==> config.mk <==
export PLATFORM = sky130hd
export DESIGN_NAME = pipe_stage_chain
export DESIGN_NICKNAME = d
export VERILOG_FILES = /design/src/rtl/pipe_stage_chain.sv
export SDC_FILE = /design/constraint.sdc
export NUM_CORES = 1
export LEC_CHECK = 0
export CORE_MARGIN = 3
export CORE_UTILIZATION = 52
export DETAILED_ROUTE_END_ITERATION = 12
export GPL_TIMING_DRIVEN = 0
export PLACE_DENSITY = 0.8
export REMOVE_ABC_BUFFERS = 1
export SLEW_MARGIN = 25
export SYNTH_ARGS = -nofsm -noshare
export SYNTH_HDL_FRONTEND = slang
export SYNTH_SLANG_ARGS = --single-unit
==> constraint.sdc <==
create_clock -name clk -period 2.1 [get_ports clk]
set_input_delay 0.63 -clock clk [delete_from_list [all_inputs] [get_ports clk]]
set_output_delay 0.63 -clock clk [all_outputs]
set_load 0.01 [all_outputs]
Figure 1. Signal metal coverage by tile (run 1).
Drawn at 4 px/um. 19 x 19 tiles, from white (low) to dark blue (high), scaled to the fullest tile. Values are wire area over tile area, all layers added.
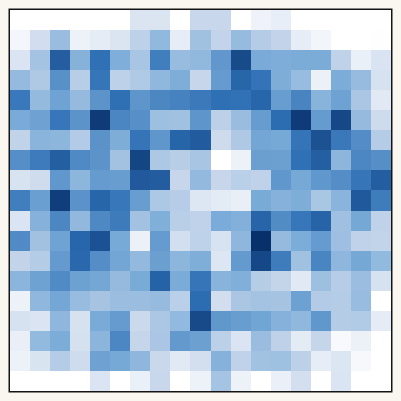
tiles over half the peak: 34%
mean over tiles: 0.13
emptiest ninth of the die: south-east
fullest tile: 0.32
wire length per cell: 16.64 um
GRT Overall Usage: 17.51%
final WL: 7.404 mm
detailed-route via count: 2227

Figure 2. Routed clock nets over the placement (run 1).
Drawn at 4 px/um.
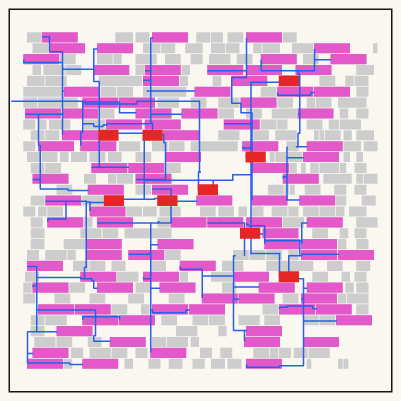
[blue] clock wires | length: 1050 um
[red] clock-net drivers | count: 9
[magenta] flip-flops | count: 99
flops lie: widely spread
clock share of power: 26.3%
clock network power: 1.38 mW

Figure 3. Close-up of the layout (run 1).
Window x 33 to 63, y 14 to 44 um. Cells in grey, sequential cells in the stronger grey; small squares are vias.
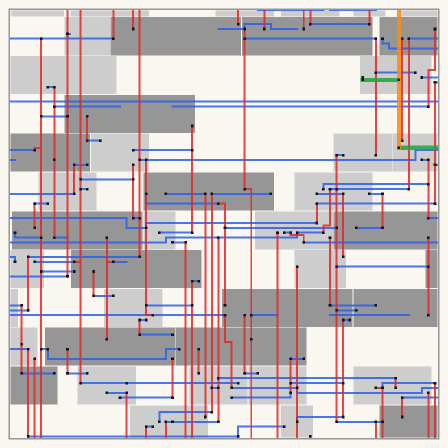
| colour | layer |
|---|---|
| red | M2 |
| blue | M1 |
| orange | M4 |
| green | M3 |
most frequent: dfrtp_1 (12), mux2_2 (8), mux2_4 (4)
cells with their middle in the window: 32
sequential cells in the window: 12

==> flow_summary.toml, run 1 <==
# synthesis and place-and-route metrics
[outcome]
status = "completed"

[worst_setup_path]
slowest_delay_ps = 440
path_depth = 4
path_delay_family = "flip-flops"
end_kind = "output pin"

[logic_synthesis]
async_reset_ff_share_pct = 100.0
yosysTopAreaCellShare_pct = 59.82
synth.area.mux_share_pct = 28.82
topCellsByArea = "dfrtp_1 (60%), mux2_2 (18%), mux2_4 (11%), and2_1 (4.8%), buf_12 (1.5%)"
ys_cells = 262
syn_area_um2 = 4141
synthXorXnorAreaFrac_pct = 0
numSynthFlops = 99
syn_area_per_cell_um2 = 15.81
top_logic_kind = "multiplexers"
ys_sh_aoi_pct = 0.3625
edf_count = 0
synthCells = 262
ff_type = "dfrtp_1"
synth-adder-area-share_pct = 0.4834
yosys_warnings = 0

[job]
timing.max_cap.violations = 0
warnings = 25

[placement]
pre_cts_ws_ps = -666.7
dpl_cell_area_um2 = 4930
gp_congestion = 0.6801
dpl.cell_count = 421

[sta]
finalWorstSetupSlack_ps = 64.48
finalHoldViolCount = 0
min_period_ps = 2036
fmax_mhz = 491.3
rsz0062_at_grt = "false"
skew_ps = 14.09
setup_viol = 0
post-route-period-util_pct = 96.93

[floorplan]
rows = 31
chipArea_um2 = 9072
die_h_um = 95.25
dieWidth_um = 95.25
core_area_um2 = 7486
io_pins = 77

[final_layout]
buffers = 84
largest_reg_flops = 96
final_cell_mix = "dfrtp_1 (98), mux2_2 (66), clkdlybuf4s50_1 (33)"
final_cells = 445
largestClassByArea = "sequential cells"
nonClkBufAreaFrac_pct = 17.34
sh_comb_area_pct = 29.10
finalCoreUtilization_pct = 70.77
seq_cells = 99
diodes = 0
syn2layout_area_growth_pct = 27.92
clkCellAreaFrac_pct = 4.369
flop_area_um2 = 2479
num-nets-final = 379
logic_gates = 146
drive_above_1_share_pct = 39.02
seq_share_pct = 46.79
clkbuf_count = 9

[grt]
grt-busiest-layer = "met2"
grt_pass1_vias = 2265
antenna_found_initial = 0
use_met2_pct = 28.28
gr-usage-met3_pct = 4.420

[power]
power.share.sequential_pct = 51.3
switching_share_pct = 25.43
powerDensity_nw_per_um2 = 987.4
top_power_group = "sequential cells"
fin_total_pwr_mw = 5.231
seq-power_mw = 2.68
power.internal_mw = 3.900
leakage_nw = 2.609

[clock_tree]
cts-root-buf = "clkbuf_8"
numCtsBuffers = 9
cts_sinks = 99
cts_hold_buf = 0
clkTransAtPathRegs_ps = 90
htreeDepth = 3
cts_tree = "yes"

[detailed_routing]
wl_met2_mm = 3.514
top_layer_used = "met4"
first_pass_iters = 4
met1_length_mm = 3.395
drt_iter0_markers = 27
postRouteAntennaNets = 0

[min_path]
hold_class = "primary input to async pin"
Figure 4. Gate families picked out (run 1).
Drawn at 6 px/um.
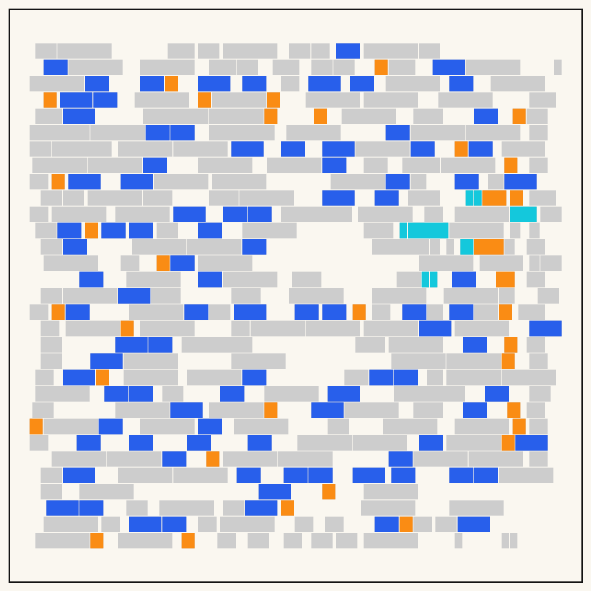

==> inputs of run 2 (changes only) <==
--- a/config.mk
+++ b/config.mk
@@ -5,11 +5,12 @@
 export SDC_FILE = /design/constraint.sdc
 export NUM_CORES = 1
 export LEC_CHECK = 0
+export ABC_AREA = 1
 export CORE_MARGIN = 3
 export CORE_UTILIZATION = 52
 export DETAILED_ROUTE_END_ITERATION = 12
 export GPL_TIMING_DRIVEN = 0
-export PLACE_DENSITY = 0.8
+export PLACE_DENSITY = 0.79
 export REMOVE_ABC_BUFFERS = 1
 export SLEW_MARGIN = 25
 export SYNTH_ARGS = -nofsm -noshare
Figure 5. Gate families picked out (run 2).
Drawn at 6 px/um.
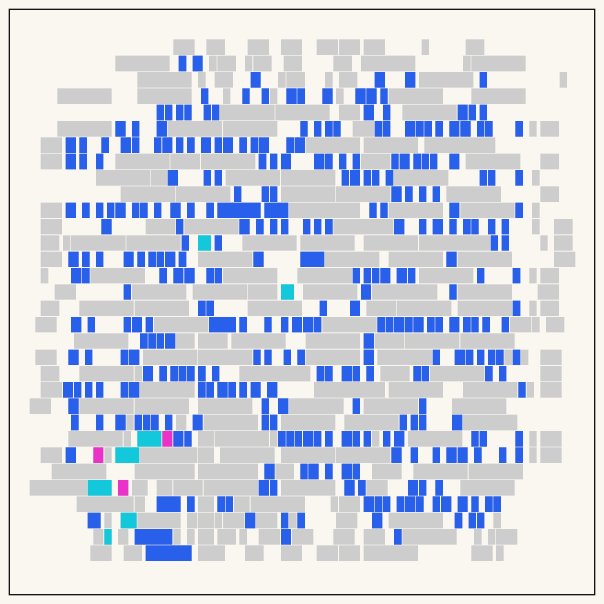
| colour | family | cells |
|---|---|---|
| blue | nand cells | 328 |
| magenta | aoi and oai cells | 3 |
| cyan | nor cells | 7 |
Commonest Layout Cell: nand2_1
Comb area share: 28.25%
Post-Layout Cell Count: 684

Figure 6. Met4 routing (run 2).
Drawn at 4 px/um. Supply wires on this layer in grey.
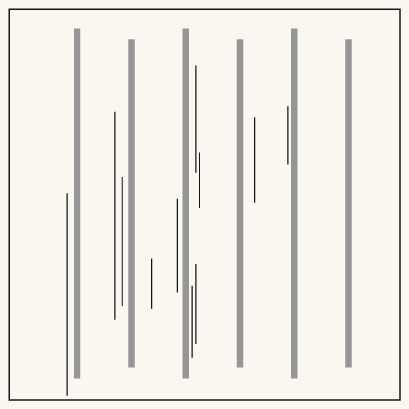
longest straight run: 51.7 um
share of all routed wire: 2.7%
detailed-route via count: 3560
final WL: 10.51 mm

==> run 2 against run 1 <==
Compared with the run above: register-to-register slack about the same; critical path depth is 2 lower; worst hold slack improved by 110 ps; via count is 60% higher; clock-buffer cell count increased by 2; die size grew 4.4%; first-iteration DRC count rose to 8.9 times the previous value; maximum frequency is 0.80% lower; flip-flop count is the same; largest cell class unchanged.
==> flow_summary.toml, run 2 <==
# synthesis and place-and-route metrics
[outcome]
status = "completed"

[job]
warnings = 26

[grt]
overflow = 0
antenna_found_initial = 0
grt_usage_pct = 22.34
grt_pass1_vias = 3483
use_met2_pct = 38.96

[power]
leakage_nw = 3.156
top_power_group = "sequential cells"
powerDensity_nw_per_um2 = 819.6
switching_share_pct = 28.07
fin_total_pwr_mw = 4.469
seq-power_mw = 2.44
power.internal_mw = 3.215
power.share.sequential_pct = 54.6
p_clk_mw = 1.21

[logic_synthesis]
ys_seq_share_pct = 57.13
ff_type = "dfrtp_1"
numSynthFlops = 99
yosysTopAreaCellShare_pct = 57.13
topCellsByArea = "dfrtp_1 (57%), nand2_1 (19%), nand3_1 (11%), inv_1 (3.2%), buf_6 (2.6%)"
synth-adder-area-share_pct = 0.4616
syn_area_per_cell_um2 = 8.487
synth.area.mux_share_pct = 0
ys_sh_aoi_pct = 0.3462
synthXorXnorAreaFrac_pct = 0
ys_cells = 511
syn_area_um2 = 4337
yosys_warnings = 0
edf_count = 0

[final_layout]
largest_reg_flops = 96
seq_cells = 99
final_cell_mix = "nand2_1 (224), nand3_1 (96), dfrtp_1 (96)"
diodes = 0
finish.instance_area_um2 = 5453
syn2layout_area_growth_pct = 25.74
clkCellAreaFrac_pct = 3.534
largestClassByArea = "sequential cells"
clkbuf_count = 11
finalCoreUtilization_pct = 68.78
drive_above_1_share_pct = 8.935
logic_gates = 343
nonClkBufAreaFrac_pct = 17.76
seq_share_pct = 45.50
buffers = 87

[worst_setup_path]
end_kind = "output pin"
worstPathMaxFanout = 2
path_depth = 2
slowest_delay_ps = 520
worstRegToRegCells = 6

[detailed_routing]
first_pass_iters = 5
postRouteAntennaNets = 0
met1_length_mm = 4.047
wl_met2_mm = 5.529
top_layer_used = "met4"

[sta]
skew_ps = 12.39
min_period_ps = 2052
hold_slack_ps = 194.3
post-route-period-util_pct = 97.71
fmax_mhz = 487.4
setup_viol = 0
finalWorstSetupSlack_ps = 48.13

[clock_tree]
clkTransAtPathRegs_ps = 90
worst_skew_pair.late_latency_ps = 360
htreeDepth = 3
cts_hold_buf = 0
numCtsBuffers = 9
cts_tree = "yes"
cts_sinks = 99

[placement]
dpl_cell_area_um2 = 4979
pre_cts_ws_ps = -950.3
dpl.cell_count = 652
gp_congestion = 0.7800

[floorplan]
rows = 32
dieWidth_um = 97.32
chipArea_um2 = 9471
io_pins = 77
die_h_um = 97.32
Figure 7. Track usage over the die (run 2).
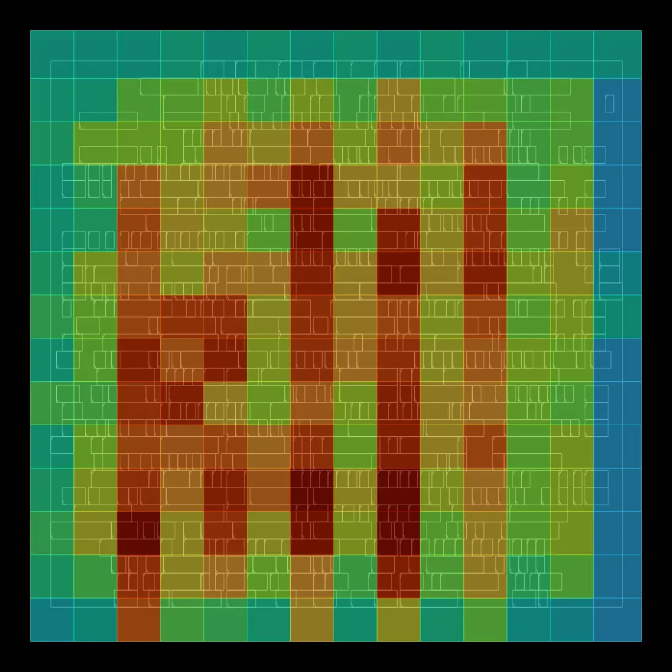
GRT met3 Usage: 2.656%
met1 usage in global routing: 27.66%
wire length per cell: 15.37 um

No activity file was given, so power comes from the tool's default toggle rates.
